===== config.mk =====
export PLATFORM = sky130hd
export DESIGN_NAME = hazard_ctrl
export DESIGN_NICKNAME = d
export VERILOG_FILES = /design/src/rtl/pipeline_pkg.sv /design/src/rtl/forward_sel.sv /design/src/rtl/hazard_ctrl.sv
export SDC_FILE = /design/constraint.sdc
export NUM_CORES = 1
export LEC_CHECK = 0
export CORE_UTILIZATION = 44
export CTS_CLUSTER_DIAMETER = 200
export DETAILED_ROUTE_END_ITERATION = 7
export PLACE_DENSITY = 0.8
export SLEW_MARGIN = 20
export SYNTH_ARGS = -nofsm -noshare
export SYNTH_HDL_FRONTEND = slang
export SYNTH_SLANG_ARGS = --single-unit

===== constraint.sdc =====
create_clock -name clk -period 2.4 [get_ports clk]
set_clock_uncertainty 0.1 [all_clocks]
set_input_delay 0.48 -clock clk [delete_from_list [all_inputs] [get_ports clk]]
set_output_delay 0.48 -clock clk [all_outputs]
set_load 0.02 [all_outputs]

===== src/rtl/pipeline_pkg.sv =====
// Shared encodings for the pipeline hazard logic.
//   RESULTSRC_LOAD : Execute result-source code for a load
//   FWD_*          : Execute operand forwarding select codes
//   mc_state_t     : multi-cycle sequencer states
package pipeline_pkg;

    localparam logic [1:0] RESULTSRC_LOAD = 2'b01;

    localparam logic [1:0] FWD_RF  = 2'b00;
    localparam logic [1:0] FWD_WB  = 2'b01;
    localparam logic [1:0] FWD_MEM = 2'b10;

    typedef enum logic {
        IDLE    = 1'b0,
        MC_BUSY = 1'b1
    } mc_state_t;

endpackage


===== src/rtl/forward_sel.sv =====
// Forwarding select for one Execute source operand.
//   rs                      : Execute source register
//   rd_m, reg_write_m       : Memory-stage destination / write enable
//   rd_w, reg_write_w       : Writeback-stage destination / write enable
//   fwd                     : FWD_MEM, FWD_WB or FWD_RF (Memory wins)
module forward_sel
    import pipeline_pkg::*;
#(
    parameter int unsigned REG_AW = 5
) (
    input  logic [REG_AW-1:0] rs,
    input  logic [REG_AW-1:0] rd_m,
    input  logic [REG_AW-1:0] rd_w,
    input  logic              reg_write_m,
    input  logic              reg_write_w,
    output logic [1:0]        fwd
);

    // x0 is never forwarded; the younger (Memory) producer takes priority.
    always_comb begin
        fwd = FWD_RF;
        if (reg_write_m && (rd_m != '0) && (rd_m == rs)) begin
            fwd = FWD_MEM;
        end else if (reg_write_w && (rd_w != '0) && (rd_w == rs)) begin
            fwd = FWD_WB;
        end
    end

endmodule


===== src/rtl/hazard_ctrl.sv =====
// Central hazard controller for the 5-stage pipeline.
//   clk, rst                : clock, synchronous active-high reset
//   Rs1D/Rs2D, Rs1E/Rs2E    : Decode / Execute source registers
//   RdE/RdM/RdW             : per-stage destination registers
//   ResultSrcE              : Execute result source (load detection)
//   RegWriteM/RegWriteW     : register write enables
//   PCSrcE                  : taken branch / jump in Execute
//   McStartE/McDoneE        : multi-cycle op present / result valid
//   ForwardAE/ForwardBE     : Execute operand forwarding selects
//   StallF/D/E, FlushD/E/M  : stage hold / bubble controls
//   McBusy, McTimeout       : sequencer busy, one-cycle abort pulse
//   StallCycles/FlushCycles : saturating performance counters
module hazard_ctrl
    import pipeline_pkg::*;
#(
    parameter int unsigned REG_AW     = 5,
    parameter int unsigned CNT_W      = 16,
    parameter int unsigned MC_TIMEOUT = 64
) (
    input  logic              clk,
    input  logic              rst,
    input  logic [REG_AW-1:0] Rs1D,
    input  logic [REG_AW-1:0] Rs2D,
    input  logic [REG_AW-1:0] Rs1E,
    input  logic [REG_AW-1:0] Rs2E,
    input  logic [REG_AW-1:0] RdE,
    input  logic [REG_AW-1:0] RdM,
    input  logic [REG_AW-1:0] RdW,
    input  logic [1:0]        ResultSrcE,
    input  logic              RegWriteM,
    input  logic              RegWriteW,
    input  logic              PCSrcE,
    input  logic              McStartE,
    input  logic              McDoneE,
    output logic [1:0]        ForwardAE,
    output logic [1:0]        ForwardBE,
    output logic              StallF,
    output logic              StallD,
    output logic              StallE,
    output logic              FlushD,
    output logic              FlushE,
    output logic              FlushM,
    output logic              McBusy,
    output logic              McTimeout,
    output logic [CNT_W-1:0]  StallCycles,
    output logic [CNT_W-1:0]  FlushCycles
);

    localparam int unsigned TW = $clog2(MC_TIMEOUT);

    mc_state_t     state, state_nxt;
    logic [TW-1:0] tcnt, tcnt_nxt;
    logic [1:0]    fwd_a, fwd_b;
    logic          lw_stall, mc_stall, timeout;

    forward_sel #(.REG_AW(REG_AW)) u_fwd_a (
        .rs          (Rs1E),
        .rd_m        (RdM),
        .rd_w        (RdW),
        .reg_write_m (RegWriteM),
        .reg_write_w (RegWriteW),
        .fwd         (fwd_a)
    );

    forward_sel #(.REG_AW(REG_AW)) u_fwd_b (
        .rs          (Rs2E),
        .rd_m        (RdM),
        .rd_w        (RdW),
        .reg_write_m (RegWriteM),
        .reg_write_w (RegWriteW),
        .fwd         (fwd_b)
    );

    assign McBusy = (state == MC_BUSY);

    // Next state, timeout counter and stage controls.
    // tcnt counts cycles of the current op, the IDLE entry cycle included,
    // so the abort lands on the MC_TIMEOUT-th cycle of the op.
    always_comb begin
        state_nxt = state;
        tcnt_nxt  = '0;
        ForwardAE = fwd_a;
        ForwardBE = fwd_b;
        StallF    = 1'b0;
        StallD    = 1'b0;
        StallE    = 1'b0;
        FlushD    = 1'b0;
        FlushE    = 1'b0;
        FlushM    = 1'b0;
        McTimeout = 1'b0;

        lw_stall = (ResultSrcE == RESULTSRC_LOAD) && (RdE != '0) &&
                   ((RdE == Rs1D) || (RdE == Rs2D));
        mc_stall = McStartE && !McDoneE;
        timeout  = (state == MC_BUSY) && !McDoneE &&
                   (tcnt == TW'(MC_TIMEOUT - 1));

        case (state)
            IDLE: begin
                if (mc_stall) begin
                    state_nxt = MC_BUSY;
                    tcnt_nxt  = TW'(1);
                end
            end
            MC_BUSY: begin
                if (McDoneE || timeout) begin
                    state_nxt = IDLE;
                end else begin
                    tcnt_nxt = tcnt + TW'(1);
                end
            end
            default: state_nxt = IDLE;
        endcase

        if (timeout) begin
            // Abort: release the front end and discard the op in Execute.
            McTimeout = 1'b1;
            FlushE    = 1'b1;
        end else if (mc_stall) begin
            StallF = 1'b1;
            StallD = 1'b1;
            StallE = 1'b1;
            FlushM = 1'b1;
        end else if (PCSrcE) begin
            FlushD = 1'b1;
            FlushE = 1'b1;
        end else if (lw_stall) begin
            StallF = 1'b1;
            StallD = 1'b1;
            FlushE = 1'b1;
        end

        if (rst) begin
            ForwardAE = FWD_RF;
            ForwardBE = FWD_RF;
            StallF    = 1'b0;
            StallD    = 1'b0;
            StallE    = 1'b0;
            FlushD    = 1'b1;
            FlushE    = 1'b1;
            FlushM    = 1'b1;
            McTimeout = 1'b0;
        end
    end

    // State, timeout counter and saturating performance counters.
    always_ff @(posedge clk) begin
        if (rst) begin
            state       <= IDLE;
            tcnt        <= '0;
            StallCycles <= '0;
            FlushCycles <= '0;
        end else begin
            state <= state_nxt;
            tcnt  <= tcnt_nxt;
            if (StallD && !(&StallCycles)) begin
                StallCycles <= StallCycles + CNT_W'(1);
            end
            if (FlushD && !(&FlushCycles)) begin
                FlushCycles <= FlushCycles + CNT_W'(1);
            end
        end
    end

endmodule


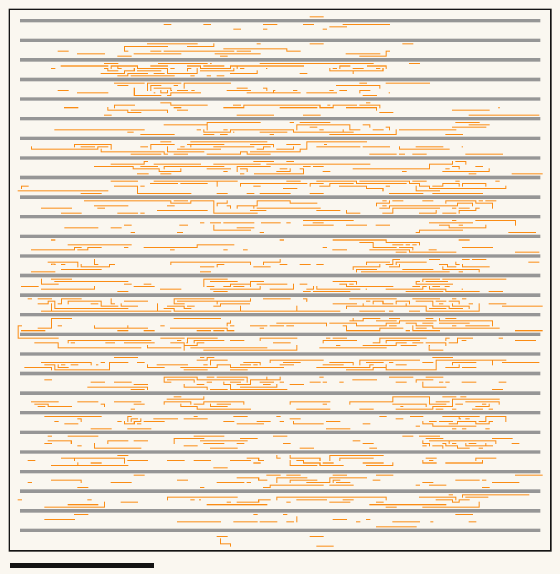
run_1/layer_met1.png
Bar = 20 µm. Supply wires on this layer in grey.
- main direction: horizontal
- wire length on this layer: 2770 µm
- nets with wire on the layer: 402

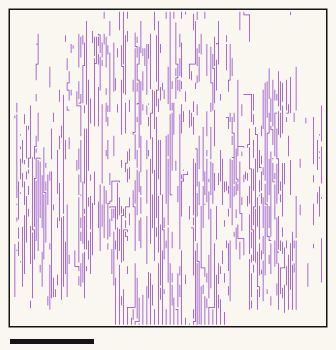
run_1/layer_met2.png
Bar = 20 µm.
- main direction: vertical
- share of all routed wire: 54%
- wire length on this layer: 3620 µm

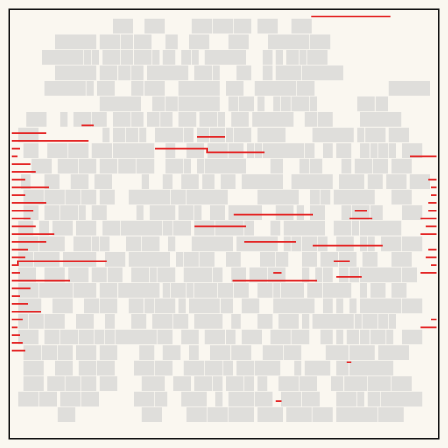
run_1/layer_met3.png
Cells faint in the background.
- wire length on this layer: 255 µm
- longest straight run: 15.4 µm
- nets with wire on the layer: 55

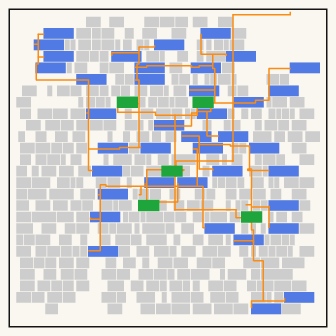
run_1/clk_routes.png
- blue: flip-flops (count 39)
- orange: clock wires (length 537 µm)
- green: clock drivers (count 5)
- routed clock nets: 6

==> run notes, run 1 <==
Implementation results

The flow ran to the end, and the final reports show no timing, DRC or antenna violations. The die extent in y is 74.9 µm. The TritonCTS clock tree is built.

The via count of the first global-routing pass came to roughly 2500. The net count after synthesis is 328. The initial DRC count is 129. The final weighted congestion in routability-driven placement is 0.800. At the end of the flow, the number of nets in the layout was 447. The initial utilization of the core area, before any placement, comes to 0.458. The floorplan core area is 5110 µm². The number of flops mapped to enable cells by yosys is 0. The number of non-filler instances in the completed layout is between 400 and 500. Synthesis handed over a netlist of 281 instances. The peak ir drop on the vdd network is 213 µV. The number of fill cells in the layout is roughly 420. The detailed placer reported the number of placed instances as 461. The number of antenna violations at the first check in global routing is 0.

The critical path's slowest cell is clkdlybuf4s50_1. According to the timing report, the data required time at the worst endpoint equals 1820 ps. Setup slack on the critical path of the routed design comes to 35.9 ps. The most frequent cell on the critical path is buf_4. STA on the placed design reports a worst setup slack of -736 ps. In this run the core area contains 26 standard-cell rows.

The timing report gives the clock slew at the launch and capture registers of the worst setup and hold paths as 80 ps. In this run the tightest slew margin relative to its limit is 0.608. The number of I/O port buffers is around 87. For this design, Yosys synthesis ends with a cell count of ~280.

Counting flops with an async set or reset pin after synthesis yields a share of 0. The maximum operating frequency is 0.423 GHz. The post-route utilization of the core is recorded as 0.724.

Detailed routing inserted a total of roughly 2500 vias. The wire length of the first global-routing pass is approximately 11000 µm. The chip area line of the yosys report is 2340 µm². The die is 74.9 µm wide. TritonRoute reported its final design rule violation total as 0. Per the layout area report, the combinational gate area comes to 1600 µm². Per the OpenROAD power report, leakage power amounts to roughly 1.4 nW. The maximum buffer depth of the clock tree is 2.

After detailed routing, the number of vias per cell comes to 5.32. The later pin in the worst-skew pair is clocked with a latency of 290 ps. The top fanout value on the critical path is 3. After routing, the total negative slack on setup checks comes to 0 ps. The worst setup path is captured at a primary output. The total overflow left after global routing is 0. The number of levels in the clock H-tree is 2. The total wire length after detailed routing is 6740 µm. The synthesized area divided by synthesized cell count is 8.33 µm².

The count of nets left with antenna violations after detail routing is 0. The class of the most critical setup path is in -> out. The top-level I/O count is 88.

The chip area is 5610 µm². Summing all placed instances gives a cell area of 3520 µm². The final setup violation count is 0. The layout report lists the combined flip-flop and latch area as 781 µm².

The final antenna diode count is 0. The total number of clock tree sinks is 39. Post-route period utilization is reported as 0.985. The number of maximum-capacitance constraint violations is 0. The total count of max-transition violations in the final report is 0. The total global-route track usage is 0.249. The layout-stage area growth over the synthesis result is 58.1%. The post-route minimum period is 2360 ps. The commonest register cell after synthesis is dfxtp_1. The most critical min-delay path falls under reg -> reg.

Summed over all nets, the half-perimeter wirelength after detailed placement is between 5000 and 6000 µm. The count of buffering cells on the critical path with inverters included is 4. The critical path's largest stage delay is approximately 460 ps. Looking at the max-slew report, the worst-margin pin has a slew of 583 ps.

In this run the power density over the cells is about 380 nW/µm². The count of hold-fix buffers inserted at cts is 0. The cell family contributing the most delay on the critical path is buffers and inverters. The first detailed-routing pass took 4 iterations. The number of warning messages in the yosys log is 0.

STA classifies the critical path startpoint as a primary input. Data on the critical path arrives at its endpoint at about 1800 ps. The cell area after technology mapping is between 2000 and 2500 µm². Yosys mapped the design onto 46 distinct sky130hd cell types.
-- run 1: metal layers --
metal | global-route usage | vias to the layer above | part of all wire
met5 | 0 | - | 0
met3 | 0.0495 | 9 | 0.038
li1 | - | 1255 | -
met2 | 0.483 | 73 | 0.54
met1 | 0.269 | 1167 | 0.41
met4 | 0.0755 | 0 | 0.014
-- run 1: sequential cells by signal (all words and copies together) (netlist names) --
signal / cells
StallCycles: 16
FlushCycles: 16
tcnt: 6
McBusy: 1
-- run 1: tightest hold or removal path, stage by stage, from the launching register on --
cell	delay, ps
dfxtp_1	330
nand2_1	60
a21oi_1	50
-- run 1: Yosys cell counts (all sizes together), types with 4 or more instances --
cell type  number  area share
nor2           29       0.047
dfxtp          39        0.33
nor3           11       0.024
buf             6       0.018
clkbuf          6      0.0096
and2            4       0.011
and4            4       0.015
o31ai           4       0.013
inv             4      0.0064
xnor2          28        0.10
o311ai          5       0.019
nand4          10       0.027
a21oi          10       0.023
nand3          22       0.047
xor2           21       0.079
nand2          20       0.032
nor4            6       0.016
o21ai           5       0.011
and3            8       0.021
or4             7       0.022
-- run 1: per-stage QoR --
step | hold slack (ps) | total power [mW]
after floorplan | 328 | 0.797
after detailed placement | 378 | 0.962
after global routing | 430 | 1.46
final | 391 | 1.40
after CTS | 392 | 1.40
after global placement | 375 | 0.956
-- run 1: power breakdown --
group | internal [mW] | leakage [nW] | total (mW) | switching [mW]
Sequential | 0.655 | 0.315 | 0.662 | 0.00762
Clock | 0.203 | 0.0412 | 0.446 | 0.242
Combinational | 0.158 | 1.07 | 0.291 | 0.133
-- run 1: cell usage in the layout (no fill, tap or decap), drive strengths merged, types with 2 or more instances in the layout --
master         count
and3               8
o41ai              2
nor4               6
ha                 3
nand4             10
or3                2
nor2              29
dlymetal6s2s       6
clkdlybuf4s15      4
xor2              21
a21oi             10
nor3              11
buf               46
clkinv             2
nor2b              3
and4               4
nand2b             2
dfxtp             39
dlygate4sd2        7
nand2             20
mux2               3
o311ai             5
xnor2             28
nand3             22
inv                4
o21ai              5
clkdlybuf4s50     59
o31ai              4
or4                7
nand4b             2
and2               4
clkbuf             8
o211ai             2
-- run 1: cell families (layout without fill, tap and decap cells) --
kind of cell | after synthesis | in the layout | share of synthesized area
buf+inv | 17 | 137 | 0.0353
xor+xnor | 49 | 49 | 0.183
simple gates | 135 | 135 | 0.309
fa+ha+maj | 3 | 3 | 0.0160
mux | 4 | 4 | 0.0187
flops | 39 | 39 | 0.334
compound gates | 34 | 34 | 0.104
-- run 1: what timing repair did --
action / in CTS / in global routing
buffers inserted: 0 / 2
pin swaps: 10 / 11
setup endpoints to repair: 17 / 17
resized: 64 / 31
gates cloned: 0 / 0
-- run 1: worst paths after layout --
check	startpoint	endpoint	slack, ps	cells past startpoint
max reg2reg	tcnt[0]	StallCycles[8]	140	8
min	FlushCycles[1]	FlushCycles[1]	390	2
max	RegWriteM	ForwardAE[1]	40	6
min reg2reg	FlushCycles[1]	FlushCycles[1]	390	2
-- run 1: area by class of cell --
cell class                 instances  share of cell area
sequential                        39               0.211
multi-input combinational        225               0.433
tap                               70              0.0237
clock inverter                     2             0.00338
inverter                           5             0.00541
timing repair buffer             124               0.304
clock buffer                       6              0.0196
run_1/congestion.png
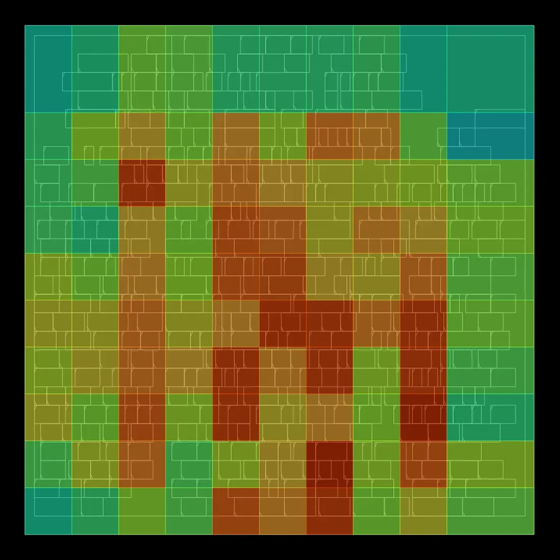

==> inputs of run 2 (changes only) <==
Settings changed: CORE_MARGIN set to 4.
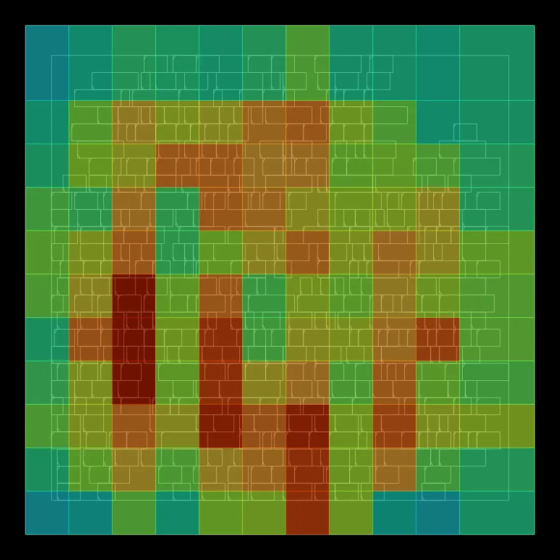
run_2/congestion.png
Avg WL per Cell: 14.6 µm
Global Route met3 Usage: 0.0554
met1 track demand over resource in global routing: 0.233
most utilized layer in the global route result: met2

==> run notes, run 2 <==
Implementation results

The proportion of register bits with asynchronous set or reset after synthesis is 0 (unchanged). The startpoint type of the worst setup path is a primary input. The static leakage is 1.45 nW (+1.4%). The final total negative setup slack is 0 ps (unchanged).

The total wire length after detailed routing is 6930 µm (+2.8%). The detailed-routing iteration count for the pre-antenna-repair pass is 4 (unchanged). The total placed instance area is 3530 µm² (+0.43%).

The final antenna diode count came to 0 (unchanged). The clock network power share is 0.311 (-0.008). In this run the most critical hold path is launched from FlushCycles[1]. The number of maximum-capacitance constraint violations is 0 (unchanged). The worst path arrival time is 1790 ps (about the same). The final weighted congestion in routability-driven placement is 0.838 (+4.8%).

The setup slack after placement is -733 ps (+2.19 ps). The number of I/O port buffers is 87 (unchanged). The count of buffering cells on the critical path with inverters included is 2 (-2). The headroom to the max-slew limit was 0.618 (+0.00956).

The detailed-route via count came to 2529 (+1.0%). The switching part of the total is 0.268 (-0.00576). The critical path's largest stage delay came to 510 ps (+50 ps). The combinational share of power was 0.211 (+0.003). TritonCTS built the clock tree. The via count of the first global-routing pass is 2403 (-4.5%). The synthesized area divided by synthesized cell count is 8.33 µm² (unchanged). The initial DRC count is 133 (+3.1%). The count of placed standard cells including taps is 463 (+0.43%). The top-level I/O count is 88 (unchanged). The die extent in y is 80.9 µm (+8.0%).

Ranked by instance count, the synthesized netlist is headed by 39 x dfxtp_1, 29 x nor2_1, 28 x xnor2_1. For reference, the most critical setup path is categorized as in -> out. The number of flops mapped to enable cells by yosys is 0 (unchanged). Sorting the synthesized cells by area gives the leading types as dfxtp_1 33%, xnor2_1 10%, xor2_1 7.9%, nand3_1 4.7%, nor2_1 4.7%.

The worst setup path is captured at a primary output. The count of hold-fix buffers inserted at cts is 0 (unchanged). The fraction of synthesized cell area taken by the top area cell type came to 0.334 (unchanged). By instance count, the leading cell after synthesis is dfxtp_1.

The tightest hold margin is 394 ps (+3.13 ps). The number of non-filler instances in the completed layout is 475 (+0.85%). The post-detailed-route DRC marker count is 0 (unchanged). The largest registers in the layout are FlushCycles x16, StallCycles x16, tcnt x6. The sequential share of power came to 0.478 (+0.005). Leaving out fill and tap cells, the most frequent cells in the layout are 58 x clkdlybuf4s50_1, 45 x buf_4, 39 x dfxtp_1.

The count of nets left with antenna violations after detail routing is 0 (unchanged). The cell area after technology mapping came to 2340 µm² (unchanged). The final worst-path setup slack is 31.6 ps (-4.25 ps). The share of the core filled with cells in the final layout is 0.723 (-0.00142). The top fanout value on the critical path was 2 (-1).

The floorplan net count is 328 (unchanged). The maximum buffer depth of the clock tree is 2 (unchanged). The number of nets in the final layout came to 451 (+0.89%).

The clock network latency to the later pin of the worst-skew pair is 290 ps (about the same). The final setup violation count is 0 (unchanged). The wire length of the first global-routing pass is 10800 µm (+0.32%). The leading area contributor after synthesis is dfxtp_1. The number of levels in the clock H-tree came to 2 (unchanged). The footprint of the flip-flops and latches is 781 µm² (unchanged). The maximum operating frequency is 0.422 GHz (-0.18%). The vias per cell is 5.32 (+0.15%). The chip area is 6550 µm² (+17%). The total power per unit cell area is 373 nW/µm² (-1.3%).

The number of warning messages in the yosys log came to 0 (unchanged). The floorplan core area is 5140 µm² (+0.64%). The distinct cell type count after synthesis is 46 (unchanged). The power consumption is 1.39 mW (-0.85%). The clock-pin slew reported for the worst setup and hold paths after clock tree synthesis came to 80 ps (about the same). The total global-route track usage is 0.209 (-0.0399). The flow ran to the end, and the final reports show no timing, DRC or antenna violations. The final cycle utilization of the critical path is 0.987 (+0.00177).

The total count of max-transition violations in the final report was 0 (unchanged). The cell total in the yosys stat output is 281 (unchanged). The die boundary width is 80.9 µm (+8.0%). The number of antenna violations at the first check in global routing came to 0 (unchanged).

The post-route minimum period is 2370 ps (+4.25 ps). The floorplan utilization is 0.455 (-0.00290). The peak ir drop on the vdd network came to 267 µV (+25%). The number of placement rows is 26 (unchanged). STA lists the startpoint of the worst register-to-register path as tcnt[0].
==> run 2: final cells by class <==
type	instances	area share
multi-input combinational	225	0.430
tap	70	0.0236
timing repair buffer	128	0.309
inverter	5	0.00505
clock buffer	6	0.0195
clock inverter	2	0.00337
sequential	39	0.210
==> run 2: routing by layer <==
metal / up-vias / part of all wire / global-route usage
met5: - / 0 / 0
met4: 0 / 0.025 / 0.0625
met3: 16 / 0.052 / 0.0554
met2: 84 / 0.52 / 0.386
met1: 1163 / 0.40 / 0.233
li1: 1266 / - / -
==> run 2: worst min-delay path: stages, from the launching register on <==
cell,delay [ps]
dfxtp_1,340
nand2_1,60
a21oi_1,50
==> run 2: final timing paths <==
kind               endpoint  slack (ps)  cells after the start
max reg2reg  StallCycles[8]         110                      8
max            ForwardAE[0]          30                      5
min reg2reg  FlushCycles[1]         390                      2
min          FlushCycles[1]         390                      2
==> run 2: power by group through the flow <==
stage	logic (mW)	registers, mW	clock network, mW
6_report	0.293	0.663	0.431
5_1_grt	0.316	0.664	0.474
4_1_cts	0.283	0.663	0.441
3_5_place_dp	0.288	0.678	0
3_3_place_gp	0.281	0.678	0
2_1_floorplan	0.111	0.687	0
==> run 2: kinds of logic after synthesis <==
group,synth area share
AND-OR/OR-AND,0.104
multiplexers,0.0187
flip-flops,0.334
adder cells (fa/ha/maj),0.0160
AND/OR/NAND/NOR,0.309
XOR/XNOR,0.183
buffers and inverters,0.0353
==> run 2: repair_timing <==
action	CTS	global route
pin swaps	10	11
resized	62	26
setup endpoints to repair	22	22
setup buffers	0	4
Power and IR drop assume default switching activity.
